[src/rtl/uart_fifo_controller_pkg.sv]
// Shared definitions for the UART FIFO controller.
// Contents: 2-bit TX FSM state encodings, the drop-counter width, and the occupancy-width formula
// (LW = $clog2(depth+1)) used by the top and by the FIFO sub-module.
package uart_fifo_controller_pkg;

    localparam logic [1:0] TX_IDLE      = 2'd0;
    localparam logic [1:0] TX_START     = 2'd1;
    localparam logic [1:0] TX_WAIT_LOW  = 2'd2;
    localparam logic [1:0] TX_WAIT_HIGH = 2'd3;

    localparam int unsigned DROP_CNT_W = 16;

    // Occupancy needs one more code than the depth so that "full" is representable.
    function automatic int level_width(input int depth);
        return $clog2(depth + 1);
    endfunction

endpackage

[src/rtl/uart_fifo_controller_sync_fifo.sv]
// Synchronous FIFO with registered full/empty/level flags.
// Ports: clk, rst_n (sync active-low), push/din (write), pop/dout (read; dout shows the head entry),
//        full, empty, level (occupancy).
// A push while full is accepted only if a pop happens in the same cycle; a pop while empty is
// ignored.
module uart_fifo_controller_sync_fifo
    import uart_fifo_controller_pkg::*;
#(
    parameter int WIDTH = 8,
    parameter int DEPTH = 16,
    localparam int LW = level_width(DEPTH),
    localparam int AW = $clog2(DEPTH)
) (
    input  logic             clk,
    input  logic             rst_n,
    input  logic             push,
    input  logic             pop,
    input  logic [WIDTH-1:0] din,
    output logic [WIDTH-1:0] dout,
    output logic             full,
    output logic             empty,
    output logic [LW-1:0]    level
);

    logic [WIDTH-1:0] mem_q [DEPTH];
    logic [LW-1:0]    wr_cnt_q, wr_cnt_d;
    logic [LW-1:0]    rd_cnt_q, rd_cnt_d;
    logic [LW-1:0]    level_q, level_d;
    logic             full_q, full_d;
    logic             empty_q, empty_d;
    logic             push_ok, pop_ok;

    assign pop_ok  = pop && !empty_q;
    assign push_ok = push && (!full_q || pop_ok);

    // Counters carry one extra bit; the low AW bits are the wrapping memory pointers.
    always_comb begin
        wr_cnt_d = wr_cnt_q;
        rd_cnt_d = rd_cnt_q;
        if (push_ok) wr_cnt_d = wr_cnt_q + LW'(1);
        if (pop_ok)  rd_cnt_d = rd_cnt_q + LW'(1);
        level_d = wr_cnt_d - rd_cnt_d;
        full_d  = (level_d == LW'(DEPTH));
        empty_d = (level_d == '0);
    end

    always_ff @(posedge clk) begin
        if (!rst_n) begin
            wr_cnt_q <= '0;
            rd_cnt_q <= '0;
            level_q  <= '0;
            full_q   <= 1'b0;
            empty_q  <= 1'b1;
        end else begin
            wr_cnt_q <= wr_cnt_d;
            rd_cnt_q <= rd_cnt_d;
            level_q  <= level_d;
            full_q   <= full_d;
            empty_q  <= empty_d;
        end
    end

    always_ff @(posedge clk) begin
        if (push_ok) mem_q[wr_cnt_q[AW-1:0]] <= din;
    end

    // Read-before-write: a pop+push on a full FIFO returns the old head.
    assign dout  = mem_q[rd_cnt_q[AW-1:0]];
    assign full  = full_q;
    assign empty = empty_q;
    assign level = level_q;

endmodule

[src/rtl/uart_fifo_controller.sv]
// Host-side front end for the UART driver: TX FIFO sequenced into the driver's
// tx_start/tx_ready handshake, and RX FIFO capturing each rx_new_data pulse.
// Ports: sys_clk, rst_n (sync active-low); host TX side wr_en/wr_data/tx_full/tx_level;
//        host RX side rd_en/rd_data/rd_valid/rx_empty/rx_level/rx_overrun/clr_overrun;
//        driver side drv_tx_start/drv_tx_data/drv_tx_ready/drv_rx_new_data/drv_rx_data.
// Build option: define UART_FIFO_OVERRUN_CNT_EN to add rx_drop_count[15:0], a saturating count
//        of dropped RX bytes cleared by clr_overrun.
module uart_fifo_controller
    import uart_fifo_controller_pkg::*;
#(
    parameter int NUM_DATA_BITS = 8,
    parameter int FIFO_DEPTH    = 16,
    localparam int LW = level_width(FIFO_DEPTH)
) (
    input  logic                     sys_clk,
    input  logic                     rst_n,
    input  logic                     wr_en,
    input  logic [NUM_DATA_BITS-1:0] wr_data,
    output logic                     tx_full,
    output logic [LW-1:0]            tx_level,
    input  logic                     rd_en,
    output logic [NUM_DATA_BITS-1:0] rd_data,
    output logic                     rd_valid,
    output logic                     rx_empty,
    output logic [LW-1:0]            rx_level,
    output logic                     rx_overrun,
    input  logic                     clr_overrun,
`ifdef UART_FIFO_OVERRUN_CNT_EN
    output logic [DROP_CNT_W-1:0]    rx_drop_count,
`endif
    output logic                     drv_tx_start,
    output logic [NUM_DATA_BITS-1:0] drv_tx_data,
    input  logic                     drv_tx_ready,
    input  logic                     drv_rx_new_data,
    input  logic [NUM_DATA_BITS-1:0] drv_rx_data
);

    logic [1:0]               state_q, state_d;
    logic                     tx_start_q, tx_start_d;
    logic [NUM_DATA_BITS-1:0] tx_data_q, tx_data_d;
    logic [NUM_DATA_BITS-1:0] rd_data_q, rd_data_d;
    logic                     rd_valid_q, rd_valid_d;
    logic                     overrun_q, overrun_d;

    logic                     tx_push, tx_pop, tx_empty;
    logic [NUM_DATA_BITS-1:0] tx_dout;
    logic                     rx_pop, rx_full, rx_drop;
    logic [NUM_DATA_BITS-1:0] rx_dout;

    // A write while full is dropped even if the FSM pops in the same cycle.
    assign tx_push = wr_en && !tx_full;

    uart_fifo_controller_sync_fifo #(
        .WIDTH (NUM_DATA_BITS),
        .DEPTH (FIFO_DEPTH)
    ) u_tx_fifo (
        .clk   (sys_clk),
        .rst_n (rst_n),
        .push  (tx_push),
        .pop   (tx_pop),
        .din   (wr_data),
        .dout  (tx_dout),
        .full  (tx_full),
        .empty (tx_empty),
        .level (tx_level)
    );

    assign rx_pop  = rd_en && !rx_empty;
    assign rx_drop = drv_rx_new_data && rx_full && !rx_pop;

    uart_fifo_controller_sync_fifo #(
        .WIDTH (NUM_DATA_BITS),
        .DEPTH (FIFO_DEPTH)
    ) u_rx_fifo (
        .clk   (sys_clk),
        .rst_n (rst_n),
        .push  (drv_rx_new_data),
        .pop   (rx_pop),
        .din   (drv_rx_data),
        .dout  (rx_dout),
        .full  (rx_full),
        .empty (rx_empty),
        .level (rx_level)
    );

    // TX sequencing: launch only with the driver idle, then wait for it to go busy and
    // come back, so a start pulse can never be missed or doubled.
    always_comb begin
        state_d    = state_q;
        tx_start_d = 1'b0;
        tx_data_d  = tx_data_q;
        tx_pop     = 1'b0;
        case (state_q)
            TX_IDLE: begin
                if (!tx_empty && drv_tx_ready) begin
                    tx_pop     = 1'b1;
                    tx_data_d  = tx_dout;
                    tx_start_d = 1'b1;
                    state_d    = TX_START;
                end
            end
            TX_START:     state_d = TX_WAIT_LOW;
            TX_WAIT_LOW:  if (!drv_tx_ready) state_d = TX_WAIT_HIGH;
            TX_WAIT_HIGH: if (drv_tx_ready) state_d = TX_IDLE;
            default:      state_d = TX_IDLE;
        endcase
    end

    always_comb begin
        rd_data_d  = rx_pop ? rx_dout : rd_data_q;
        rd_valid_d = rx_pop;
        // Set has priority over clear.
        overrun_d  = rx_drop ? 1'b1 : (clr_overrun ? 1'b0 : overrun_q);
    end

    always_ff @(posedge sys_clk) begin
        if (!rst_n) begin
            state_q    <= TX_IDLE;
            tx_start_q <= 1'b0;
            tx_data_q  <= '0;
            rd_data_q  <= '0;
            rd_valid_q <= 1'b0;
            overrun_q  <= 1'b0;
        end else begin
            state_q    <= state_d;
            tx_start_q <= tx_start_d;
            tx_data_q  <= tx_data_d;
            rd_data_q  <= rd_data_d;
            rd_valid_q <= rd_valid_d;
            overrun_q  <= overrun_d;
        end
    end

`ifdef UART_FIFO_OVERRUN_CNT_EN
    logic [DROP_CNT_W-1:0] drop_cnt_q, drop_cnt_d;

    always_comb begin
        drop_cnt_d = drop_cnt_q;
        if (clr_overrun) begin
            // A drop coinciding with the clear is still counted.
            drop_cnt_d = rx_drop ? DROP_CNT_W'(1) : '0;
        end else if (rx_drop && (drop_cnt_q != '1)) begin
            drop_cnt_d = drop_cnt_q + DROP_CNT_W'(1);
        end
    end

    always_ff @(posedge sys_clk) begin
        if (!rst_n) drop_cnt_q <= '0;
        else        drop_cnt_q <= drop_cnt_d;
    end

    assign rx_drop_count = drop_cnt_q;
`endif

    assign drv_tx_start = tx_start_q;
    assign drv_tx_data  = tx_data_q;
    assign rd_data      = rd_data_q;
    assign rd_valid     = rd_valid_q;
    assign rx_overrun   = overrun_q;

endmodule

[config.mk]
export PLATFORM = sky130hd
export DESIGN_NAME = uart_fifo_controller
export DESIGN_NICKNAME = d
export VERILOG_FILES = /design/src/rtl/uart_fifo_controller_pkg.sv /design/src/rtl/uart_fifo_controller_sync_fifo.sv /design/src/rtl/uart_fifo_controller.sv
export SDC_FILE = /design/constraint.sdc
export NUM_CORES = 1
export LEC_CHECK = 0
export ABC_AREA = 1
export CAP_MARGIN = 10
export CORE_MARGIN = 2
export CORE_UTILIZATION = 36
export CTS_BUF_LIST = sky130_fd_sc_hd__clkbuf_4 sky130_fd_sc_hd__clkbuf_8
export DETAILED_ROUTE_END_ITERATION = 8
export GPL_TIMING_DRIVEN = 1
export SYNTH_ARGS = -nofsm -noshare
export SYNTH_HDL_FRONTEND = slang
export SYNTH_HIERARCHICAL = 1
export SYNTH_SLANG_ARGS = --single-unit
[constraint.sdc]
create_clock -name sys_clk -period 3.6 [get_ports sys_clk]
set_input_delay 0.72 -clock sys_clk [delete_from_list [all_inputs] [get_ports sys_clk]]
set_output_delay 0.72 -clock sys_clk [all_outputs]
set_load 0.05 [all_outputs]
**Routed clock nets over the placement**

The bar under the picture is 50 um long.
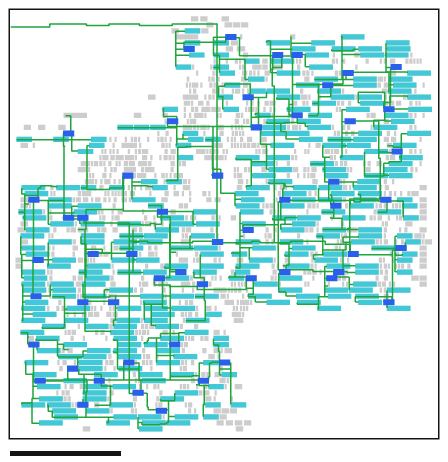
cyan -> flip-flops  # count 311
green -> clock wires  # length 4,100 um
blue -> cells driving clock nets  # count 54
routed clock nets = 55

**Pin placement**

Pins as bars across the die edge, other pins in gray.
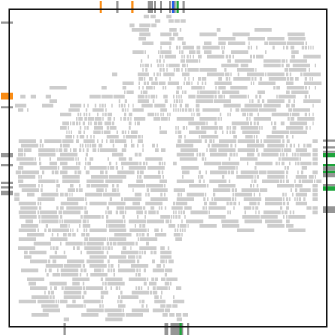
green -> rd_data  # pins 8, direction output, edge 6 right, 1 top, 1 bottom
orange -> tx_level  # pins 5, direction output, edge 3 left, 2 top
blue -> rx_empty  # pins 1, direction output, edge top
all pins by edge = 17 right, 13 top, 12 bottom, 12 left

==> Slide: Implementation Results <==
Run Summary

Placement
  • Gpl congestion: slightly below 0.8
  • IO buf count: 53
  • DP Worst Slack: about 0.066 ns
  • Placed Area: 14,000 sq um
  • Placed Cells: approximately 1,600

Cells and area
  • Clk cell area share: 6.99%
  • # nets final: about 1,300
  • Reg area: a little under 9000 sq um
  • Multi-input combinational cell count: 687
  • Layout cell share with drive strength beyond 1: 13.4%
  • Area grow syn2layout: 17.1%
  • Seq_cells: 311
  • Filler Cells Inserted: roughly 3,300
  • Gate Area: ~3500 sq um
  • Final instance area: between 15,000 and 20,000 sq um
  • Multi-input gate share of total cell area: 23.4%

Final timing
  • Number of setup violations in the final report: 0
  • Final Cycle Share: about four fifths
  • Measured slew at the worst slew-check pin: about 0.75 ns
  • RSZ-0062 raised after global routing: no
  • Min Tclk post-route: between 2 and 3 ns
  • Layout Skew: 0.0184 ns
  • Relative slew slack: about half
  • Final Max Slew Viols: 0
  • Final hold violations: 0
  • WHS: 0.467 ns
  • Fin Setup TNS: 0 ns

Synthesis
  • Cell count in the Yosys report: between 1,000 and 1,500
  • Aoi share: 10.5%
  • Ys flop type: edfxtp_1
  • Floorplan Nets: 1,164
  • Mux area share: 0%
  • Synthesis area per yosys: approximately 13,000 sq um
  • Number of synthesized flops with an enable pin: about 260
  • Post-synthesis cell count: about 1,100
  • Yosys cell types: 37
  • Post-synthesis adder-cell area fraction: approximately 2.5%
  • Ys flops: about 310
  • Logic family by area: simple AND/OR/NAND/NOR gates
  • Synth Cell Area: 12,900 sq um
  • And+or+nand+nor area frac: approximately an eighth
  • Mapped Avg Cell Area: between 10 and 15 sq um
  • Yosys warning count: 6
  • Max-area cell share: 59.8%

Power and ir drop
  • Reg power frac: 45.1%
  • Total sequential power: between 4000 and 5000 uW
  • Leakage: between 0.005 and 0.006 uW
  • Logic gate share of total power: between 20% and 30%
  • Sw Ratio: a little under a third
  • Total power: 9300 uW
  • Sw Pwr: approximately 2800 uW
  • Top power group: sequential cells
  • Clk pwr: ~3100 uW
  • Clk pwr share: approximately 34%

Setup path
  • Critical Path AT: between 3 and 4 ns
  • Stages on the worst setup path: 16
  • CP top delay family: simple AND/OR/NAND/NOR gates
  • Critical Path Source Type: input port
  • WS Path Type: in2reg
  • Crit-path most repeated cell: nand2_1
  • Worst-path cell chain: clkdlybuf4s50_1, nand3_4, clkinv_4, nand2_2, nand2_2, nand2_4, xor2_1, ha_1, fa_1, nand3b_1, nand2_1, nand3_1, nand2_1, nand2_1, nand3_1, inv_1
  • R2R depth: 17
  • Flop-to-flop setup slack: about 0.8 ns
  • Buf+Inv Stages, Crit Path: 3
  • CP Capture Point: u_tx_fifo/level[4]
  • Worst Path Max Fanout: 9
  • CP peak stage delay: 0.61 ns

GRT
  • Gr ovfl total: 0
  • Largest net degree at the start of global routing: roughly 66
  • Total track usage: approximately 16%
  • Vias in the first global route: roughly 8,300

Detailed routing
  • Metal2 WL: roughly 14,000 um
  • Routed wire length: 29,900 um
  • Top Layer Used: met4
  • DRC: 0
  • Number of vias per cell: 4.87

CTS
  • # H-tree levels: 2
  • Root Driver: clkbuf_8
  • Clock transition time at the flip-flop clock pins of the worst setup and hold paths: 0.06 ns
  • Worst skew pair latency: approximately 0.60 ns
  • Clk buf depth: 3
  • Post-CTS setup repair buffer count: 0
  • CTS tree: done

Die
  • Num ports: between 50 and 60
  • Die height: 193 um
  • N_taps: roughly 460
  • Core area: around 35,000 sq um
  • Site Rows: 69

Hold path
  • Hold Crit Depth: 2

Status
  • Outcome: finished, final reports clean

Job
  • Max-cap violations: 0
-- placed cells by master, fill, tap and decap left out, drive strengths merged --
master and instances:
bufinv 2, buf 43, inv 68, clkbuf 71, nor2 242, o211ai 26, nand3b 2, xor2 16
o22ai 32, nand3 43, o221ai 6, clkinv 24, clkdlybuf4s50 53, a21oi 15, nand4 6, o21bai 1
edfxtp 256, fa 2, nor3 6, clkinvlp 2, o21ai 154, dfxtp 55, ha 22, nand2 114
-- routing by layer --
| layer | GRT usage (%) | vias to the layer above |
|---|---|---|
| li1 | - | 4137 |
| met1 | 21.3 | 3985 |
| met3 | 3.29 | 52 |
| met5 | 0 | - |
| met2 | 27.2 | 219 |
| met4 | 6.29 | 0 |
Power figures rest on the tool's default switching activity, not on a simulated workload.
